Fig. 1: run 1, routing congestion map
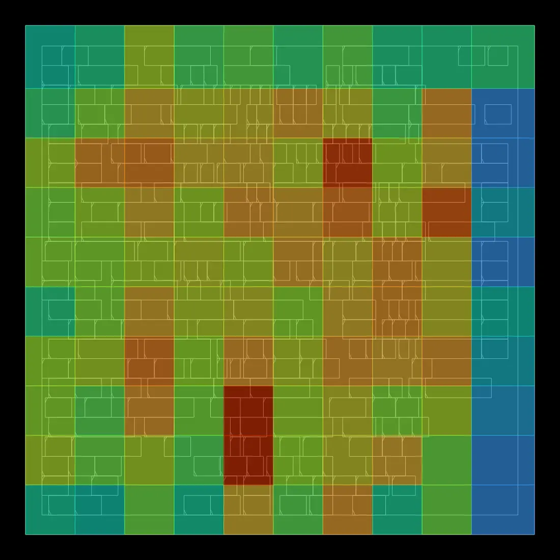
Fig. 2: run 1, sequential cells coloured by netlist name
The bar under the picture is 20 um long.
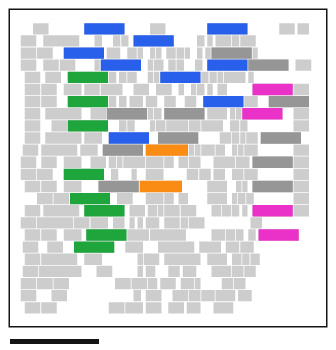
Fig. 3: run 1, selected gate families
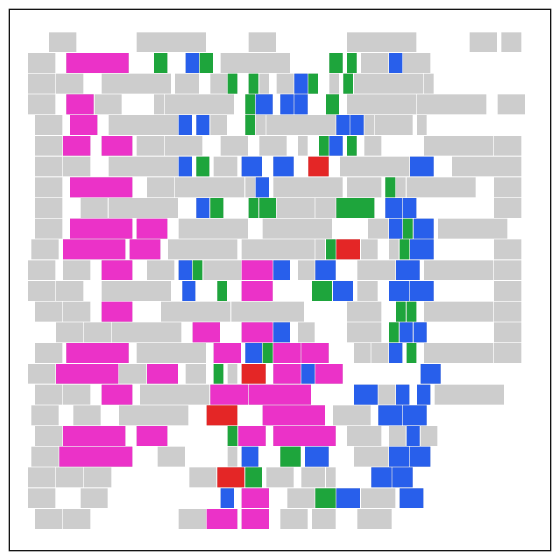
**src/rtl/uart_pkg.sv**
```systemverilog
// Shared types and constants for the UART transmit path.
package uart_pkg;

  typedef enum logic [1:0] {
    IDLE      = 2'd0,
    WAIT_DONE = 2'd1,
    NEXT      = 2'd2
  } arb_state_t;

  localparam int unsigned UART_DATA_WIDTH      = 8;
  localparam int unsigned NUM_SERIAL_BITS      = 10;
  localparam int unsigned DEFAULT_CLKS_PER_BIT = 16;

endpackage

```
**src/rtl/rr_arbiter.sv**
```systemverilog
// Combinational round-robin pick: first set request searching upward from ptr+1.
module rr_arbiter #(
  parameter int unsigned NUM_REQ = 4
) (
  input  logic [NUM_REQ-1:0]         req,
  input  logic [$clog2(NUM_REQ)-1:0] ptr,
  output logic [NUM_REQ-1:0]         win_onehot,
  output logic [$clog2(NUM_REQ)-1:0] win_idx
);

  localparam int unsigned IDX_W = $clog2(NUM_REQ);

  // Walk offsets from farthest to nearest so the nearest valid request wins.
  always_comb begin
    win_onehot = '0;
    win_idx    = '0;
    for (int off = NUM_REQ; off >= 1; off--) begin
      if (req[IDX_W'((32'(ptr) + 32'(off)) % NUM_REQ)]) begin
        win_idx    = IDX_W'((32'(ptr) + 32'(off)) % NUM_REQ);
        win_onehot = NUM_REQ'(1) << ((32'(ptr) + 32'(off)) % NUM_REQ);
      end
    end
  end

endmodule

```
**src/rtl/uart_tx_arbiter.sv**
```systemverilog
// Shares one uart_tx serializer between NUM_REQ byte sources with round-robin
// arbitration, burst locking and a tx_done watchdog.
module uart_tx_arbiter
  import uart_pkg::*;
#(
  parameter int unsigned NUM_REQ          = 4,
  parameter int unsigned DATA_WIDTH       = UART_DATA_WIDTH,
  parameter int unsigned NUM_CLKS_PER_BIT = DEFAULT_CLKS_PER_BIT,
  parameter int unsigned TIMEOUT_CLKS     = 2 * NUM_CLKS_PER_BIT * NUM_SERIAL_BITS
) (
  input  logic                          clock,
  input  logic                          rstn,
  input  logic [NUM_REQ-1:0]            req_valid,
  input  logic [NUM_REQ*DATA_WIDTH-1:0] req_data,
  input  logic [NUM_REQ-1:0]            req_last,
  output logic [NUM_REQ-1:0]            req_ready,
  output logic [NUM_REQ-1:0]            grant,
  output logic                          tx_start,
  output logic [DATA_WIDTH-1:0]         tx_data,
  input  logic                          tx_busy,
  input  logic                          tx_done,
  output logic                          timeout_err,
  input  logic                          err_clear
);

  localparam int unsigned IDX_W = $clog2(NUM_REQ);
  localparam int unsigned CNT_W = $clog2(TIMEOUT_CLKS);

  arb_state_t       state;
  logic [IDX_W-1:0] rr_ptr;
  logic [IDX_W-1:0] owner;
  logic             lock;
  logic [CNT_W-1:0] cnt;

  logic [NUM_REQ-1:0]    win_oh;
  logic [IDX_W-1:0]      win_idx;
  logic [DATA_WIDTH-1:0] data_arr [NUM_REQ];

  logic                  issue_c;
  logic [IDX_W-1:0]      issue_idx_c;
  logic [NUM_REQ-1:0]    issue_oh_c;
  logic                  timeout_hit_c;

  for (genvar i = 0; i < NUM_REQ; i++) begin : g_unpack
    assign data_arr[i] = req_data[i*DATA_WIDTH +: DATA_WIDTH];
  end

  rr_arbiter #(.NUM_REQ(NUM_REQ)) u_rr (
    .req        (req_valid),
    .ptr        (rr_ptr),
    .win_onehot (win_oh),
    .win_idx    (win_idx)
  );

  // In NEXT the locked owner is the forced winner; grant already holds its one-hot.
  always_comb begin
    issue_c       = 1'b0;
    issue_idx_c   = win_idx;
    issue_oh_c    = win_oh;
    timeout_hit_c = 1'b0;
    if (state == IDLE) begin
      issue_c = (|req_valid) && !tx_busy;
    end else if (state == NEXT) begin
      issue_c     = req_valid[owner] && !tx_busy;
      issue_idx_c = owner;
      issue_oh_c  = grant;
    end else begin
      timeout_hit_c = !tx_done && (cnt == CNT_W'(TIMEOUT_CLKS - 1));
    end
  end

  always_ff @(posedge clock or negedge rstn) begin
    if (!rstn) begin
      state       <= IDLE;
      rr_ptr      <= IDX_W'(NUM_REQ - 1);
      owner       <= '0;
      lock        <= 1'b0;
      cnt         <= '0;
      grant       <= '0;
      req_ready   <= '0;
      tx_start    <= 1'b0;
      tx_data     <= '0;
      timeout_err <= 1'b0;
    end else begin
      tx_start  <= 1'b0;
      req_ready <= '0;

      if (timeout_hit_c)  timeout_err <= 1'b1;
      else if (err_clear) timeout_err <= 1'b0;

      unique case (state)
        IDLE, NEXT: begin
          if (issue_c) begin
            grant     <= issue_oh_c;
            req_ready <= issue_oh_c;
            tx_start  <= 1'b1;
            tx_data   <= data_arr[issue_idx_c];
            owner     <= issue_idx_c;
            lock      <= !req_last[issue_idx_c];
            cnt       <= '0;
            state     <= WAIT_DONE;
          end
        end
        WAIT_DONE: begin
          cnt <= cnt + CNT_W'(1);
          if (tx_done) begin
            if (lock) begin
              state <= NEXT;
            end else begin
              grant  <= '0;
              rr_ptr <= owner;
              state  <= IDLE;
            end
          end else if (timeout_hit_c) begin
            grant  <= '0;
            rr_ptr <= owner;
            lock   <= 1'b0;
            state  <= IDLE;
          end
        end
        default: state <= IDLE;
      endcase
    end
  end

endmodule

```
**config.mk**
```make
export PLATFORM = sky130hd
export DESIGN_NAME = uart_tx_arbiter
export DESIGN_NICKNAME = d
export VERILOG_FILES = /design/src/rtl/uart_pkg.sv /design/src/rtl/rr_arbiter.sv /design/src/rtl/uart_tx_arbiter.sv
export SDC_FILE = /design/constraint.sdc
export NUM_CORES = 1
export LEC_CHECK = 0
export CORE_MARGIN = 2
export CORE_UTILIZATION = 52
export DETAILED_ROUTE_END_ITERATION = 8
export PLACE_DENSITY = 0.82
export SLEW_MARGIN = 20
export SYNTH_ARGS = -nofsm -noshare
export SYNTH_HDL_FRONTEND = slang
export SYNTH_HIERARCHICAL = 1
export SYNTH_SLANG_ARGS = --single-unit
```
**constraint.sdc**
```tcl
create_clock -name clock -period 6.7 [get_ports clock]
set_input_delay 1.34 -clock clock [delete_from_list [all_inputs] [get_ports clock]]
set_output_delay 1.34 -clock clock [all_outputs]
set_load 0.05 [all_outputs]
```
==> commit_impl_results.txt, run 1 <==
Log flow metrics for this revision

- Ys flop type: dfrtp_1
- At the pin with the least slew margin, the transition time is 0.975 ns.
* Post-synthesis chip area from yosys: 2320 um^2
* Met2 Usage GRT: 36.6%
- The flow ran to the end, and the final reports show no timing, DRC or antenna violations.
* Total placed cells including tap cells: 319
- Per the cell usage report, the commonest logic cell in the layout is clkdlybuf4s50_1.
- Per the synthesis report, the AND-OR/OR-AND share of the synthesized area is 16.3%.
- Maximum net fanout on the critical path: 11
- Between clock sinks in the finished design, the worst skew comes to 0.0114 ns.
- In the routed design, unresolved DRC markers number 0.
- Nature of the critical path endpoint: flop
- Number of endpoints with negative hold slack in the final report: 0
- Pin count of the biggest net entering global routing: 35
- Per the layout area report, the combinational fraction of cell area is 44.4%.
- Sequential cells make up 28.5% of the cell area.
- Average detailed-routed wire length per instance: 14.9 um
- Of all flip-flops after synthesis, the portion carrying an async set or reset was 100%.
- Counting the warning lines in the Yosys log gives 6.
* Detailed-route vias per instance: 5.91
- In the final report, the number of pins over their slew limit comes to 0.
- The highest metal layer carrying signal wires in the routed design is met4.
* Sequential cell area: 853 um^2
- In the layout the commonest cells are clkdlybuf4s50_1, dfrtp_1, nand2_1.
* Post-cts gate resize count: 0
* Fill cell instance count of the final layout: 358
- From left edge to right edge, the die measures 70.9 um.
* Period minus WS final: 3.98 ns
- The flow reports power dissipated in combinational cells as 908 uW.
- Number of max-cap violations: 0
* First DRT Iteration DRCs: 106
* Routing layer with the top usage in global route: met2
- Placed Instance Area: 2910 um^2
- The final layout report lists a non-clock inverter count of 8.
- In this run the critical register-to-register path is captured at tx_data[0]$_DFFE_PN0P_.
- STA shows the worst min-delay path finishing at tx_data[0]$_DFFE_PN0P_.
- Number of levels the H-tree was split into: 2
## Picture notes: Fig. 1
Overall Global Routing Usage: 21.3%
met1 track utilization from global routing: 26.7%
met3 Resource Use GR: 6.55%

## Picture notes: Fig. 2
[cnt] blue | flops: 9
[rr_ptr] orange | flops: 2
[tx_data] green | flops: 8
[req_ready] magenta | flops: 4 | where: middle right
not coloured: 11

## Picture notes: Fig. 3
[non-inverting ao/oa cells] red | cells: 5
[mux cells] magenta | cells: 36
[nand cells] green | cells: 35
[aoi and oai cells] blue | cells: 52

-- run 1: worst max-delay path by stage --
stage                            start                      to  slack [ns]  cells after the start
final                     req_valid[2]  tx_data[1]$_DFFE_PN0P_        2.72                      8
after floorplan           req_valid[2]  tx_data[1]$_DFFE_PN0P_        3.24                      8
after global placement    req_valid[2]  tx_data[7]$_DFFE_PN0P_        2.57                      8
after CTS                 req_valid[2]  tx_data[6]$_DFFE_PN0P_        2.75                      8
after detailed placement  req_valid[2]  tx_data[6]$_DFFE_PN0P_        2.46                      8
after global routing      req_valid[3]  tx_data[7]$_DFFE_PN0P_        2.60                      8
-- run 1: state kept, by name, indices dropped and copies added (netlist names) --
name	cells
cnt	9
tx_data	8
grant	4
req_ready	4
owner	2
rr_ptr	2
state	2
lock	1
timeout_err	1
tx_start	1
Fig. 4: run 1, cell sizes after repair
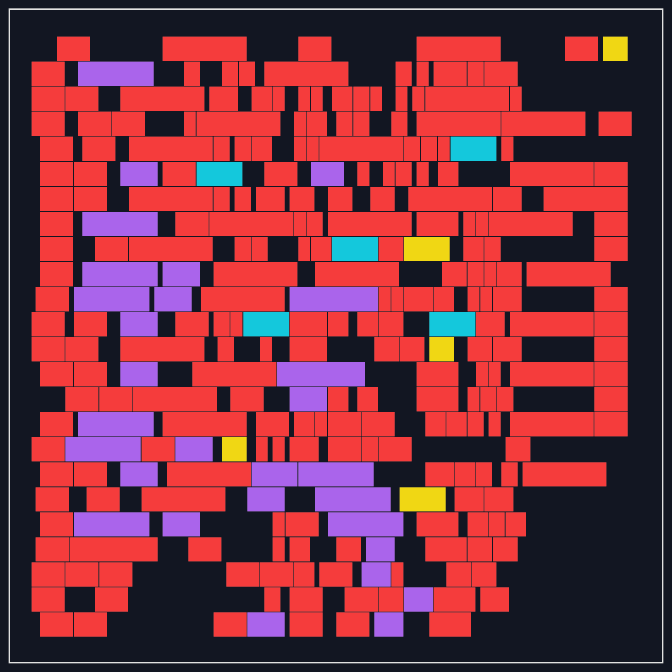

## Run 2: what changed since run 1
- CORE_UTILIZATION: 52 -> 49
- PLACE_DENSITY: 0.82 -> 0.78
- clock period: 6.7 -> 3.8 ns (I/O delays scaled with it)
Fig. 5: run 2, cell sizes after repair
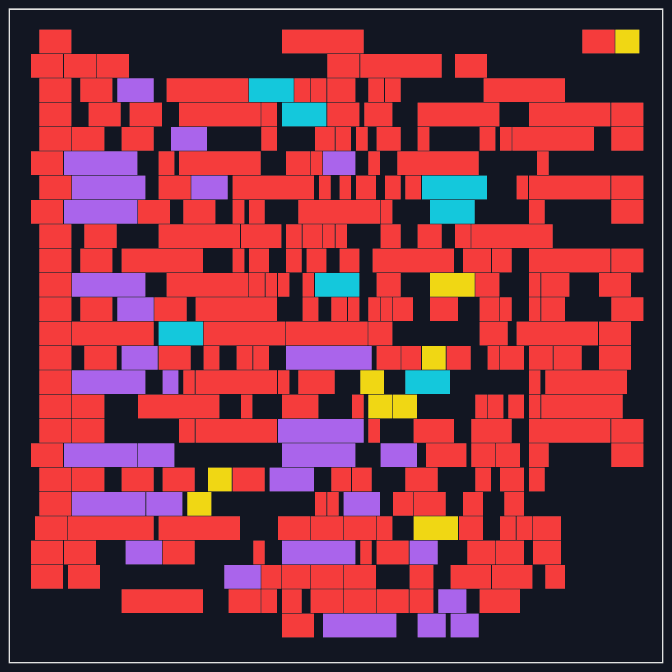
[x1 and smaller] red | cells: 234 | share: 84% | most used: clkdlybuf4s50_1
[x2] purple | cells: 30 | share: 11%
[x3 and x4] yellow | cells: 9 | share: 3.2% | most used: buf_4
[x6 and larger] cyan | cells: 7 | share: 2.5% | most used: clkbuf_8

Fig. 6: run 2, routing congestion map
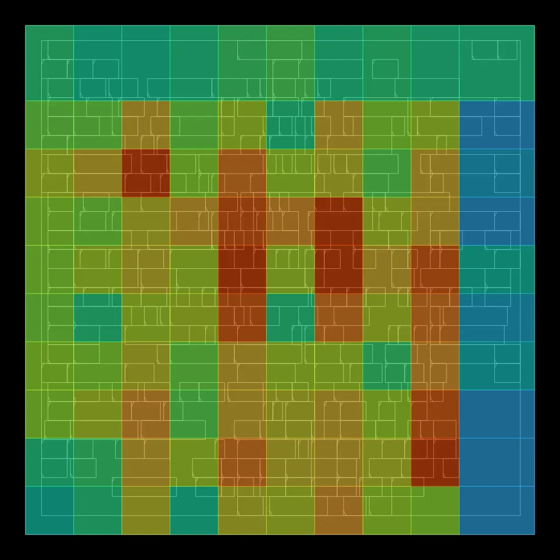
routing layer with the top usage in global route: met2
Overall Global Routing Usage: 20.0%

==> commit_impl_results.txt, run 2 <==
Log flow metrics for this revision

- The cell area that synthesis handed to floorplanning was 2320 um^2.
- Max_slew headroom: 56.3%
* Average detailed-routed wire length per instance: 14.2 um
* Area of the core: 4660 um^2
- Main area contributors: dfrtp_1, mux4_2, mux2i_1, mux2_2, ha_1
- 0 antenna diodes ended up in the layout.
- Tally of OpenROAD warnings: 31
* Number of cells on the critical path: 10
- Post-CTS timing repair inserted 0 buffers for setup.
- Clock skew on the completed layout was measured at 0.00604 ns.
- The first detailed-routing pass ran for 5 iterations.
- The count of cells in the finished layout, fillers not included, comes to 334.
- met3 track demand over resource after global routing is 5.66%.
- The final timing report lists a max-slew violation count of 0.
- Area fraction in full adders, half adders and majority gates: 3.77%
- Per the timing report, the most critical flop-to-flop path finishes at tx_data[0]$_DFFE_PN0P_.
- First DRT Iteration DRCs: 84
* Wire length on met2: 2190 um
* Dominant cell area share: 34.4%
- The worst register-to-register path depth is 10.
- Latest clock arrival within the worst-skew pair: 0.29 ns
* Gate family responsible for the most delay along the worst path: multiplexers
- Using the TritonRoute via totals, the vias-per-cell ratio works out to 5.81.
* Critical path origin: rr_ptr[1]$_DFFE_PN1P_
* Synthesized net count: 270
- Counting flops with an async set or reset pin after synthesis yields a share of 100%.
* Post-synthesis chip area from yosys: 2320 um^2
* Status: finished clean
- Cts bufs inserted: 5
* Total placed cells including tap cells: 326
- After clock tree synthesis, the flow added hold-fix buffers numbering 0.
- Number of antenna violations at the first check in global routing: 0
- Critical path's largest stage delay: 0.57 ns
- Number of levels the H-tree was split into: 2
- Met2 Usage GRT: 31.4%
- Highest routing layer actually used: met4
* Fin Hold WS: 0.509 ns
* Placed Instance Area: 2970 um^2
- STA shows the worst min-delay path finishing at tx_data[2]$_DFFE_PN0P_.
- Top logic family: multiplexers
- The critical path maximum fanout is 11.
* Sequential area share after synthesis: 36.7%
* Nature of the critical path endpoint: flop
* Most flops, register: cnt
- Top Layout Cells: clkdlybuf4s50_1, dfrtp_1, nand2_1
- Cells with a size suffix above 1 make up 16.4% of the layout.
- Period minus WS final: 3.37 ns
- Beginning of the worst hold path: tx_data[2]$_DFFE_PN0P_
- Vias in the first global route: 1825
* Worst EP required: 3.97 ns
- Post-cts gate resize count: 0
* Residual DRC count: 0
- Most common cell after layout, fill and taps aside: clkdlybuf4s50_1
- The final layout contains routed wiring with a total length of 4730 um.
- In this run the register-to-register setup slack is 0.43 ns.
- Routed length on met3: 366 um
* Number of max-cap violations: 0
- Distinct lib cells used: 50
- Multiplexer cells account for 22.4% of the synthesized area.
- The largest registers in the layout are cnt: 9 flops, tx_data: 8 flops.
- Counting the fill cells in the layout gives 366.
* Basic-gate share of the synthesized area counting and, or, nand and nor cells: 14.0%
- In this design, the critical path's most frequently occurring cell is mux2i_1.
* Number of storage elements in the synthesis netlist: 34
- Routing resource usage on met1 recorded by global route was 26.9%.
- Post-Route M1 WL: 2100 um
- Of the total synthesized cell area, the portion taken by AND-OR and OR-AND cells is 16.3%.
- Entering global routing, the biggest net connects 35 pins.
- Row count: 25
* Max reg flops: 9
- Slowest cell on the critical path: mux4_1
* Tally of yosys warning messages: 6
* Arrival time of the worst setup path: 3.55 ns
- Pin slew with the least headroom to its limit: 0.637 ns
- Floorplan utilization: 49.9%
- Summed over all instances, the cell type with the most area after synthesis is dfrtp_1.
* Capture point of the worst path: tx_data[0]$_DFFE_PN0P_
* Ys flop type: dfrtp_1
- Overall die height: 72.9 um
- The registers of the reported paths see a clock transition of 0.07 ns.
- Setup repair after global routing left no endpoint under its margin.
* Area of the chip: 5310 um^2
- For this run, the share of the core covered by cells in the final layout is 65.7%.
- Total Nets Final: 331
* Chip width: 72.9 um
- Hold-check failures listed in the final report amount to 0.
Fig. 7: run 2, metal layers overlaid
Only two layers are drawn.
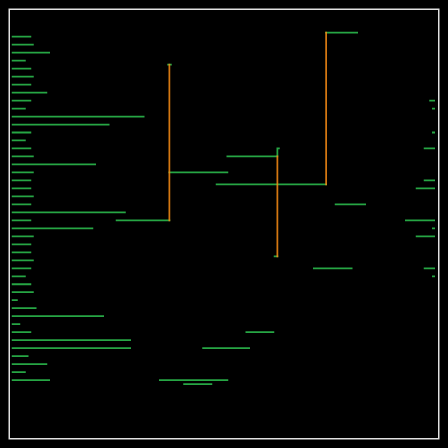
[M3] green | wire length: 366 um
[M4] orange | wire length: 69.4 um

run 2: cell counts after synthesis:
Identical to the previous run, type by type.
run 2: power by group:
part,total [mW],internal [mW],switching (mW)
clock,0.277,0.145,0.132
combinational,1.69,0.765,0.927
sequential,0.609,0.506,0.103
total,2.58,1.42,1.16
run 2: layout make-up:
cell class / instances / area, um^2 / area share (%)
Sequential cell: 34 / 853 / 27.9
Multi-Input combinational cell: 161 / 1330 / 43.4
Inverter: 8 / 30.0 / 0.981
Clock buffer: 6 / 82.6 / 2.70
Tap cell: 54 / 67.6 / 2.21
Clock inverter: 2 / 12.5 / 0.409
Timing Repair Buffer: 69 / 686 / 22.4
Fig. 8: run 2, sequential cells coloured by netlist name
The bar under the picture is 20 um long.
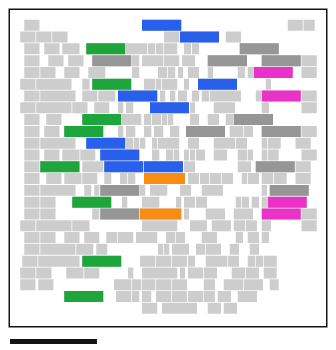

## Run 3: what changed since run 2
- CORE_UTILIZATION: 49 -> 30
- PLACE_DENSITY: 0.78 -> 0.51
Fig. 9: run 3, sequential cells coloured by netlist name
The bar under the picture is 20 um long.
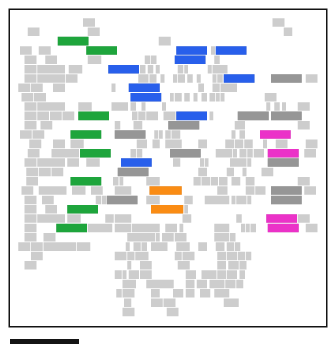
[rr_ptr] orange | flops: 2
[req_ready] magenta | flops: 4 | where: middle right
[cnt] blue | flops: 9 | where: top centre
[tx_data] green | flops: 8
not coloured: 11

Fig. 10: run 3, cell sizes after repair
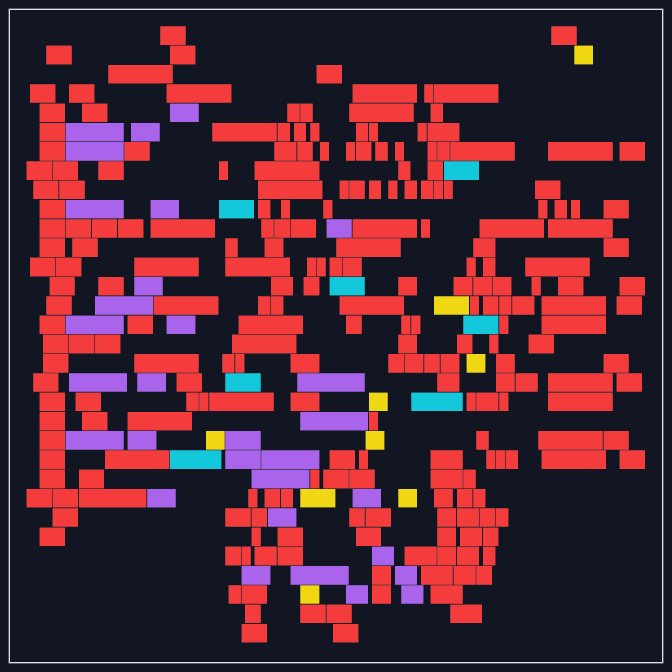
[x6 and larger] cyan | cells: 7 | share: 2.5% | most used: clkbuf_8
[x1 and smaller] red | cells: 236 | share: 84% | most used: clkdlybuf4s50_1
[x2] purple | cells: 30 | share: 11%
[x3 and x4] yellow | cells: 9 | share: 3.2% | most used: buf_4

==> commit_impl_results.txt, run 3 <==
Log flow metrics for this revision

* Clock tree cell share of total cell area: 2.55%
* Area fraction in mux cells: 22.4%
* Setup skew after layout: 0.00635 ns
* Worst R2R Path Depth: 9
* Clock-pin slew of the registers on the worst-case setup and hold paths: 0.06 ns
- STA classifies the critical path endpoint as a flop.
* Pin count of the biggest net entering global routing: 35
* Number of storage elements in the synthesis netlist: 34
- The final report gives the core utilization as 41.3%.
- Setup repair after global routing left no endpoint under its margin.
- In this design, the stage delay of the slowest critical-path cell is 0.57 ns.
- Final-report max-slew violation count: 0
- Buffers outside the clock tree occupy 22.7% of the routed design's cell area.
- Post-synthesis chip area from yosys: 2320 um^2
* Max reg flops: 9
- The flow ran to the end, and the final reports show no timing, DRC or antenna violations.
- Internal power comes to 1.44 mW.
- Slowest cell on the critical path: mux4_2
- TritonCTS created 5 clock buffers.
- Post-CTS Repair Setup Buffers: 0
* Overall Global Routing Usage: 13.1%
- There are 34 flip-flops and latches.
- Routed length on met3: 451 um
* Area of the core: 7610 um^2
- Sequential cell area: 853 um^2
- The path with the worst hold slack has its endpoint at tx_data[2]$_DFFE_PN0P_.
- The clock network is responsible for 9.6% of the overall power.
* Fin Hold WS: 0.505 ns
- Arrival time of the worst setup path: 3.52 ns
- Number of well taps: 102
* Total placed cells including tap cells: 376
* Post-Route M1 WL: 2460 um
- In the post-route report, total wirelength is listed as 5280 um.
* Tally of yosys warning messages: 6
- Netlist Area Pre-Place: 2320 um^2
- Leaving out fill and tap cells, the most frequent cell in the layout is clkdlybuf4s50_1.
- Number of search-and-repair iterations in the first detailed-routing pass: 4
- The clock reaches the later pin of the worst-skew pair after 0.29 ns.
- The critical path ends at tx_data[0]$_DFFE_PN0P_.
- Multi-input logic gates represent a cell area share of 42.5%.
* Ys flop type: dfrtp_1
- Number of buffers added to fix hold violations after cts: 0
* Floorplan utilization: 30.6%
* Non-filler instance count after layout: 384
- Looking at area per cell type in the netlist, the leader is dfrtp_1.
- Synthesized net count: 270
- Per the cell usage report, the commonest logic cells after layout are clkdlybuf4s50_1, dfrtp_1, nand2_1.
* Routing layer with the top usage in global route: met2
* Maximum net fanout on the critical path: 11
- Sequential cells make up 27.2% of the cell area.
- Leaving out the clock tree, the finished layout contains an inverter count of 8.
* Reg2reg end: tx_data[0]$_DFFE_PN0P_
- Beginning of the worst hold path: tx_data[2]$_DFFE_PN0P_
Fig. 11: run 3, routing congestion map
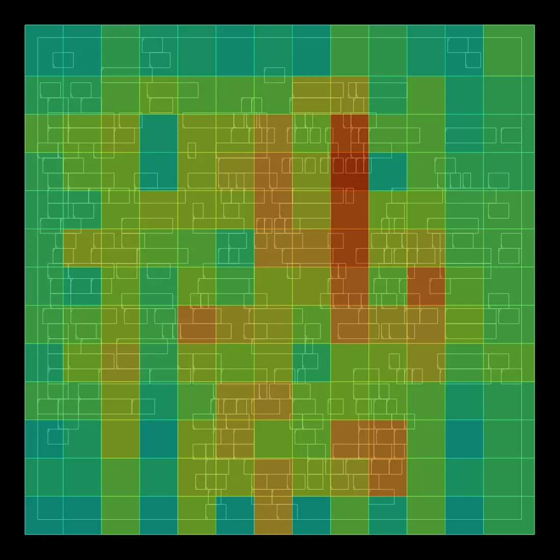
met1 track utilization from global routing: 17.1%
met2 Usage GRT: 20.7%

[run 3: cell count changes in the layout (fill, tap and decap cells not counted)]
cell        previous run  this run
clkbuf_8               6         5
buf_4                  6         7
clkbuf_1               0         3
buf_12                 1         2
clkinvlp_4             1         0
mux2i_2                1         2
clkinv_2               1         0
mux2i_1               12        11
[run 3: power by group through the flow]
stage | clock network, mW | logic [mW] | registers, mW
floorplan | 0 | 1.04 | 0.886
global placement | 0 | 1.76 | 0.616
detailed placement | 0 | 1.76 | 0.617
CTS | 0.263 | 1.76 | 0.615
global route | 0.287 | 1.89 | 0.637
finish | 0.252 | 1.75 | 0.613
Power is estimated from default activity; no workload was simulated.
